m2.png
(1 px per um) Cells faint in the background.
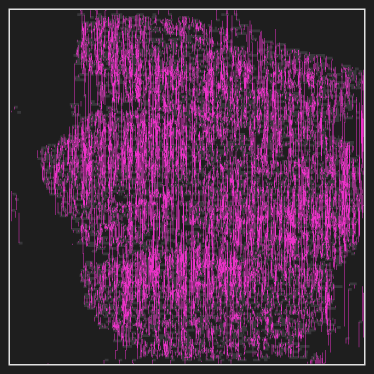
class_map.png
(1 px per um) Fill, decap, tap and diode cells in grey.
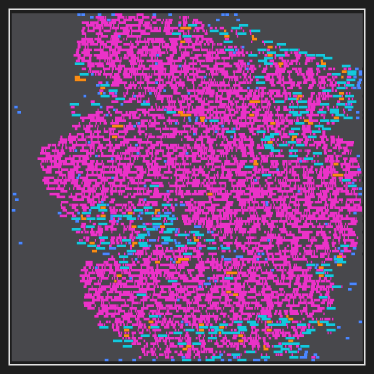
clock_wires.png
(1.5 px per um)
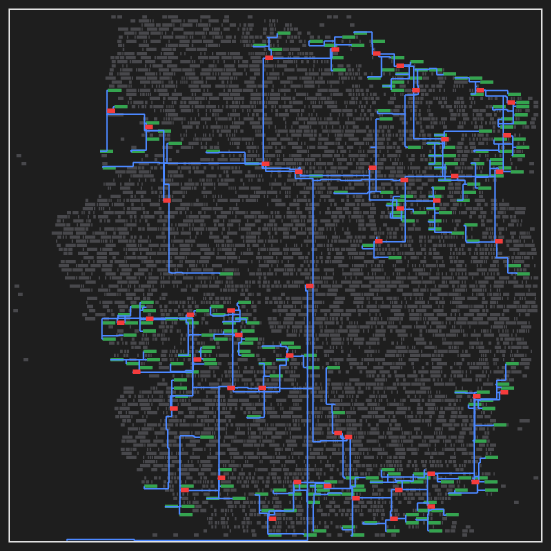
**src/rtl/twiddle_mult_if.sv**
```systemverilog
// Sample stream into and out of the twiddle multiplier: input with frame marker, output with valid.
// The source side takes the master modport, the multiplier takes the slave modport.
interface twiddle_mult_if #(
  parameter int data_resolution = 16
);
  logic                              frame_sync;
  logic                              din_valid;
  logic signed [data_resolution-1:0] din_r;
  logic signed [data_resolution-1:0] din_i;
  logic                              dout_valid;
  logic signed [data_resolution-1:0] dout_r;
  logic signed [data_resolution-1:0] dout_i;

  modport master (
    output frame_sync, din_valid, din_r, din_i,
    input  dout_valid, dout_r, dout_i
  );

  modport slave (
    input  frame_sync, din_valid, din_r, din_i,
    output dout_valid, dout_r, dout_i
  );
endinterface

```
**src/rtl/twiddle_mult.sv**
```systemverilog
// Radix-2^2 inter-stage twiddle multiply, W_N^(m*q') per sample, 3 enabled cycles latency.
// No back-pressure: din_valid gaps pass through as dout_valid gaps; sys_en low freezes everything.
module twiddle_mult #(
  parameter int data_resolution    = 16,
  parameter int twiddle_resolution = 16,
  parameter int fft_len            = 16
) (
  input  logic          sys_clk,
  input  logic          sys_rst,
  input  logic          sys_en,
  twiddle_mult_if.slave bus
);
  localparam int DW        = data_resolution;
  localparam int TW        = twiddle_resolution;
  localparam int NW        = $clog2(fft_len);
  localparam int ROM_DEPTH = 3 * fft_len / 4;
  localparam int PW        = DW + TW;
  localparam int SW        = DW + TW + 1;
  localparam int SHIFT     = TW - 2;

  localparam logic signed [SW-1:0] RND   = SW'(1) << (SHIFT - 1);
  localparam logic signed [SW-1:0] MAX_W = {{(SW - DW + 1){1'b0}}, {(DW - 1){1'b1}}};
  localparam logic signed [SW-1:0] MIN_W = {{(SW - DW + 1){1'b1}}, {(DW - 1){1'b0}}};

  // Unit-magnitude twiddle scaled to 2^SHIFT, so W[0] = 1.0 is exactly representable.
  function automatic logic signed [TW-1:0] tw_val(input int e, input bit imag);
    real ang;
    real v;
    ang = 2.0 * 3.14159265358979323846 * e / fft_len;
    v   = imag ? -$sin(ang) : $cos(ang);
    return TW'($rtoi($floor(v * (2.0 ** SHIFT) + 0.5)));
  endfunction

  function automatic logic signed [DW-1:0] sat(input logic signed [SW-1:0] v);
    if (v > MAX_W)      return {1'b0, {(DW - 1){1'b1}}};
    else if (v < MIN_W) return {1'b1, {(DW - 1){1'b0}}};
    else                return v[DW-1:0];
  endfunction

  logic signed [TW-1:0] rom_c [ROM_DEPTH];
  logic signed [TW-1:0] rom_s [ROM_DEPTH];

  for (genvar g = 0; g < ROM_DEPTH; g++) begin : g_rom
    localparam logic signed [TW-1:0] C = tw_val(g, 1'b0);
    localparam logic signed [TW-1:0] S = tw_val(g, 1'b1);
    assign rom_c[g] = C;
    assign rom_s[g] = S;
  end

  logic [NW-1:0] n_cnt;
  logic [NW-1:0] n_cur;
  logic [1:0]    q;
  logic [1:0]    q_rev;
  logic [NW-3:0] m;
  logic [NW-1:0] e;

  // q' = {0,2,1,3}[q] is the bit reversal of q; fft_len is a power of 4 so n wraps naturally.
  assign n_cur = bus.frame_sync ? '0 : n_cnt;
  assign q     = n_cur[NW-1 -: 2];
  assign m     = n_cur[NW-3:0];
  assign q_rev = {q[0], q[1]};
  assign e     = NW'(m) * NW'(q_rev);

  logic                 s1_vld;
  logic signed [DW-1:0] s1_a;
  logic signed [DW-1:0] s1_b;
  logic signed [TW-1:0] s1_c;
  logic signed [TW-1:0] s1_d;
  logic                 s2_vld;
  logic signed [PW-1:0] p_ac;
  logic signed [PW-1:0] p_bd;
  logic signed [PW-1:0] p_ad;
  logic signed [PW-1:0] p_bc;
  logic signed [SW-1:0] sum_re;
  logic signed [SW-1:0] sum_im;

  assign sum_re = (SW'(p_ac) - SW'(p_bd) + RND) >>> SHIFT;
  assign sum_im = (SW'(p_ad) + SW'(p_bc) + RND) >>> SHIFT;

  always_ff @(posedge sys_clk or posedge sys_rst) begin
    if (sys_rst) begin
      n_cnt          <= '0;
      s1_vld         <= 1'b0;
      s1_a           <= '0;
      s1_b           <= '0;
      s1_c           <= '0;
      s1_d           <= '0;
      s2_vld         <= 1'b0;
      p_ac           <= '0;
      p_bd           <= '0;
      p_ad           <= '0;
      p_bc           <= '0;
      bus.dout_valid <= 1'b0;
      bus.dout_r     <= '0;
      bus.dout_i     <= '0;
    end else if (sys_en) begin
      s1_vld         <= bus.din_valid;
      s2_vld         <= s1_vld;
      bus.dout_valid <= s2_vld;
      if (bus.din_valid) begin
        n_cnt <= n_cur + NW'(1);
        s1_a  <= bus.din_r;
        s1_b  <= bus.din_i;
        s1_c  <= rom_c[e];
        s1_d  <= rom_s[e];
      end
      if (s1_vld) begin
        p_ac <= s1_a * s1_c;
        p_bd <= s1_b * s1_d;
        p_ad <= s1_a * s1_d;
        p_bc <= s1_b * s1_c;
      end
      // Outputs only move with a valid result so they hold across gaps.
      if (s2_vld) begin
        bus.dout_r <= sat(sum_re);
        bus.dout_i <= sat(sum_im);
      end
    end
  end
endmodule

```
**src/flat_wrapper.sv**
```systemverilog
// flat-port wrapper written by rule: the top's interface ports become plain ports
module twiddle_mult_flat 
#(
  parameter int data_resolution    = 16,
  parameter int twiddle_resolution = 16,
  parameter int fft_len            = 16
)
  (sys_clk, sys_rst, sys_en, bus_frame_sync, bus_din_valid, bus_din_r, bus_din_i, bus_dout_valid, bus_dout_r, bus_dout_i);
  twiddle_mult_if #(.data_resolution(data_resolution)) bus_i ();
  input  logic sys_clk;
  input  logic sys_rst;
  input  logic sys_en;
  input wire logic [$bits(bus_i.frame_sync)-1:0] bus_frame_sync;
  input wire logic [$bits(bus_i.din_valid)-1:0] bus_din_valid;
  input wire logic [$bits(bus_i.din_r)-1:0] bus_din_r;
  input wire logic [$bits(bus_i.din_i)-1:0] bus_din_i;
  output wire logic [$bits(bus_i.dout_valid)-1:0] bus_dout_valid;
  output wire logic [$bits(bus_i.dout_r)-1:0] bus_dout_r;
  output wire logic [$bits(bus_i.dout_i)-1:0] bus_dout_i;
  assign bus_i.frame_sync = bus_frame_sync;
  assign bus_i.din_valid = bus_din_valid;
  assign bus_i.din_r = bus_din_r;
  assign bus_i.din_i = bus_din_i;
  assign bus_dout_valid = bus_i.dout_valid;
  assign bus_dout_r = bus_i.dout_r;
  assign bus_dout_i = bus_i.dout_i;
  twiddle_mult #(.data_resolution(data_resolution), .twiddle_resolution(twiddle_resolution), .fft_len(fft_len)) u_core (.sys_clk(sys_clk), .sys_rst(sys_rst), .sys_en(sys_en), .bus(bus_i));
endmodule
```
**config.mk**
```make
export PLATFORM = sky130hd
export DESIGN_NAME = twiddle_mult_flat
export DESIGN_NICKNAME = d
export VERILOG_FILES = /design/src/rtl/twiddle_mult_if.sv /design/src/rtl/twiddle_mult.sv /design/src/flat_wrapper.sv
export SDC_FILE = /design/constraint.sdc
export NUM_CORES = 2
export LEC_CHECK = 0
export CORE_MARGIN = 1.5
export CORE_UTILIZATION = 40
export CTS_BUF_LIST = sky130_fd_sc_hd__clkbuf_8
export DETAILED_ROUTE_END_ITERATION = 8
export SLEW_MARGIN = 20
export SYNTH_ARGS = -nofsm -noshare
export SYNTH_HDL_FRONTEND = slang
export SYNTH_SLANG_ARGS = --single-unit
```
**constraint.sdc**
```tcl
create_clock -name sys_clk -period 7.5 [get_ports sys_clk]
set_clock_uncertainty 0.2 [all_clocks]
set_input_delay 0.75 -clock sys_clk [delete_from_list [all_inputs] [get_ports sys_clk]]
set_output_delay 0.75 -clock sys_clk [all_outputs]
set_load 0.05 [all_outputs]
```
==> results_dict.tcl <==
# yosys + openroad results
set metrics [dict create \
    ant_nets 0 \
    grt.total_usage 0.2199 \
    rsz0062_at_grt "false" \
    max_stage_delay_ns 0.71 \
    drt_first_pass_iters 5 \
    grt_pass1_vias 37110 \
    cts_buffers 49 \
    yosys.area.top_type_share 0.4247 \
    dpl.hpwl_mm 111.5 \
    fp_util 0.4040 \
    seq_area_frac_synth 0.1127 \
    cp_common_cell "fa_1" \
    path_cells "buf_4, and2_1, fa_1, fa_1, inv_1, fa_1, inv_1, fa_1, fa_1, inv_1, fa_1, inv_1, ha_1, o21a_1, o211ai_1, nor2_1, a211oi_1, o21ai_1, a311o_1, a211o_1, a31oi_1, xnor2_1, mux2_2" \
    synthCells 5228 \
    switching_share 0.4926 \
    place_inst 6871 \
    ys_cells 5228 \
    intPower_mw 4.876 \
    wire_per_inst_um 18.99 \
    status "finished clean" \
    maxSlewHeadroom 0.2618 \
    gp_congestion 0.9029 \
    peakVddDrop_v 0.0002577 \
    fin_tns_setup_ns 0 \
    topCellsByArea "fa_1 (42%), ha_1 (12%), dfrtp_1 (11%)" \
    slew_viol_final 0 \
    aoi_share 0.07598 \
    num-fill-cells 11990 \
    fa_ha_area_frac 0.5405 \
    drive_gt1_frac 0.05622 \
    htreeDepth 2 \
    synth-edff-count 0 \
    finalClockPeriodUsage 0.9572 \
    clkSlewWorstSetupHoldPaths_ns 0.06 \
    seqPwrFrac 0.204 \
    ys_sh_mux 0.009238 \
    powerDensity_mw_per_mm2 178.8 \
    path_buffers 5 \
    grt_pass1_wl_mm 211.8 \
    clockBufferDepth 3 \
    p_comb_frac 0.619 \
    ys_sh_xor 0.02860 \
    warning_count 36 \
    yosysChipArea_mm2 0.04930 \
    post_dp_cell_area_mm2 0.05252 \
    drt_iter0_drc 2193 \
    tightest_slew_ns 1.107 \
    avgSynthCellArea_um2 9.430 \
    hp-class "flip-flop to flip-flop" \
    die_x_um 354.1 \
    cts-root-buf "clkbuf_8" \
    die_area_mm2 0.1254 \
    fp-row-count 128 \
    timing.final.ws_setup_ns 0.3214 \
    grt_remaining_overflow 0 \
    maxCapViolations 0 \
    critPathSlowestCell "dfrtp_1" \
    synthArstFlopShare 1.000 \
]
## Picture notes: m2.png
longest straight run: 140 um
wire length on this layer: 61.5 mm
share of all routed wire: 46%
nets with wire on the layer: 5823
main direction: vertical
M2 GR Usage: 0.3559
DRT Wirelength: 132.2 mm

## Picture notes: class_map.png
| colour | class | cells | share of their area |
|---|---|---|---|
| magenta | remaining logic cells | 4816 | 83% |
| blue | remaining buffers and delay cells | 208 | 3.6% |
| cyan | registers | 222 | 11% |
| orange | clock drivers and dummy loads | 90 | 2.3% |
Post-Layout Inst Area: 0.05374 mm^2
post-layout util: 0.4403

## Picture notes: clock_wires.png
[green] flip-flops | count: 222
[red] clock-net drivers | count: 49
[blue] clock wires | length: 5120 um
routed clock nets: 50
Clk network pwr share: 0.177
Clk. pwr: 1.70 mW

-- flip-flops by register name, summed over array words and instances, names as in the netlist --
register               flops
u_core.p_bd               32
u_core.s1_a               16
u_core.s1_vld              1
u_core.s2_vld              1
u_core.p_ac               32
u_core.s1_d               11
u_core.p_ad               32
u_core.s1_c               12
u_core.s1_b               16
u_core.n_cnt               4
u_core.bus.dout_valid      1
u_core.bus.dout_r         16
u_core.bus.dout_i         16
u_core.p_bc               32
-- cells in the mapped netlist, types with 3 or more instances --
| cell | instances |
|---|---|
| or3_1 | 6 |
| a31oi_1 | 14 |
| dfrtp_1 | 222 |
| o21ai_0 | 194 |
| buf_2 | 3 |
| a211oi_1 | 31 |
| and4_1 | 5 |
| fa_1 | 1046 |
| and2_1 | 390 |
| nor2_1 | 138 |
| a211o_1 | 7 |
| o22ai_1 | 4 |
| o31ai_1 | 17 |
| xor2_1 | 59 |
| a21o_1 | 73 |
| mux2i_1 | 5 |
| inv_1 | 1242 |
| a21oi_1 | 152 |
| nor2b_1 | 18 |
| xnor2_1 | 102 |
| nand2b_1 | 49 |
| and3_1 | 12 |
| mux2_2 | 36 |
| clkbuf_1 | 185 |
| nand2_1 | 567 |
| o21a_1 | 20 |
| o21bai_1 | 16 |
| nand3_1 | 31 |
| a31o_2 | 7 |
| nor3_1 | 16 |
| a311o_1 | 3 |
| nand4_1 | 14 |
| o211ai_1 | 7 |
| ha_1 | 456 |
| a2bb2oi_1 | 3 |
| o21ai_1 | 23 |
-- power by group through the flow --
stage	combinational, mW	clock [mW]	sequential (mW)
6_report	5.95	1.70	1.96
5_1_grt	6.68	1.80	2.00
4_1_cts	5.96	1.75	1.96
3_5_place_dp	5.91	0	1.98
3_3_place_gp	5.82	0	1.97
2_1_floorplan	4.01	0	1.95
-- final cells by class --
type / instances / area (um^2) / share of cell area
clock inverter: 28 / 337.8 / 0.006287
inverter: 1243 / 4673 / 0.08696
tap: 1625 / 2033 / 0.03784
timing repair buffer: 208 / 1872 / 0.03483
multi-input combinational: 3573 / 38390 / 0.7144
sequential: 222 / 5572 / 0.1037
antenna: 2 / 5.005 / 0.00009313
clock buffer: 62 / 853.3 / 0.01588
-- final timing paths --
kind / startpoint / to / slack, ns / depth (start not counted)
setup / recovery: u_core.s1_c[7] / u_core.p_bc[30] / 0.32 / 23
hold / removal: u_core.p_bd[0] / u_core.p_bd[0] / 0.26 / 2
setup reg to reg: u_core.s1_c[7] / u_core.p_bc[30] / 0.32 / 23
hold reg to reg: u_core.p_bd[0] / u_core.p_bd[0] / 0.26 / 2
max in group asynchronous: sys_rst / u_core.s1_a[11] / 5.28 / 3
min in group asynchronous: sys_rst / u_core.bus.dout_valid / 0.42 / 2
-- metal layers --
metal  global-route usage  part of all wire
met5                    0          0.000098
met4              0.07718             0.040
met3              0.03624             0.062
met2               0.3559              0.46
met1               0.2985              0.43
-- worst min-delay path, delay by kind of cell (launching register included) --
family	cells	cell delay (ns)
and+or+nand+nor	2	0.10
DFF	1	0.34
-- what timing repair did --
action | CTS | global route
hold buffers | 0 | 0
setup endpoints to repair | 0 | 15
resized | 0 | 13
No activity file was given, so power comes from the tool's default toggle rates.
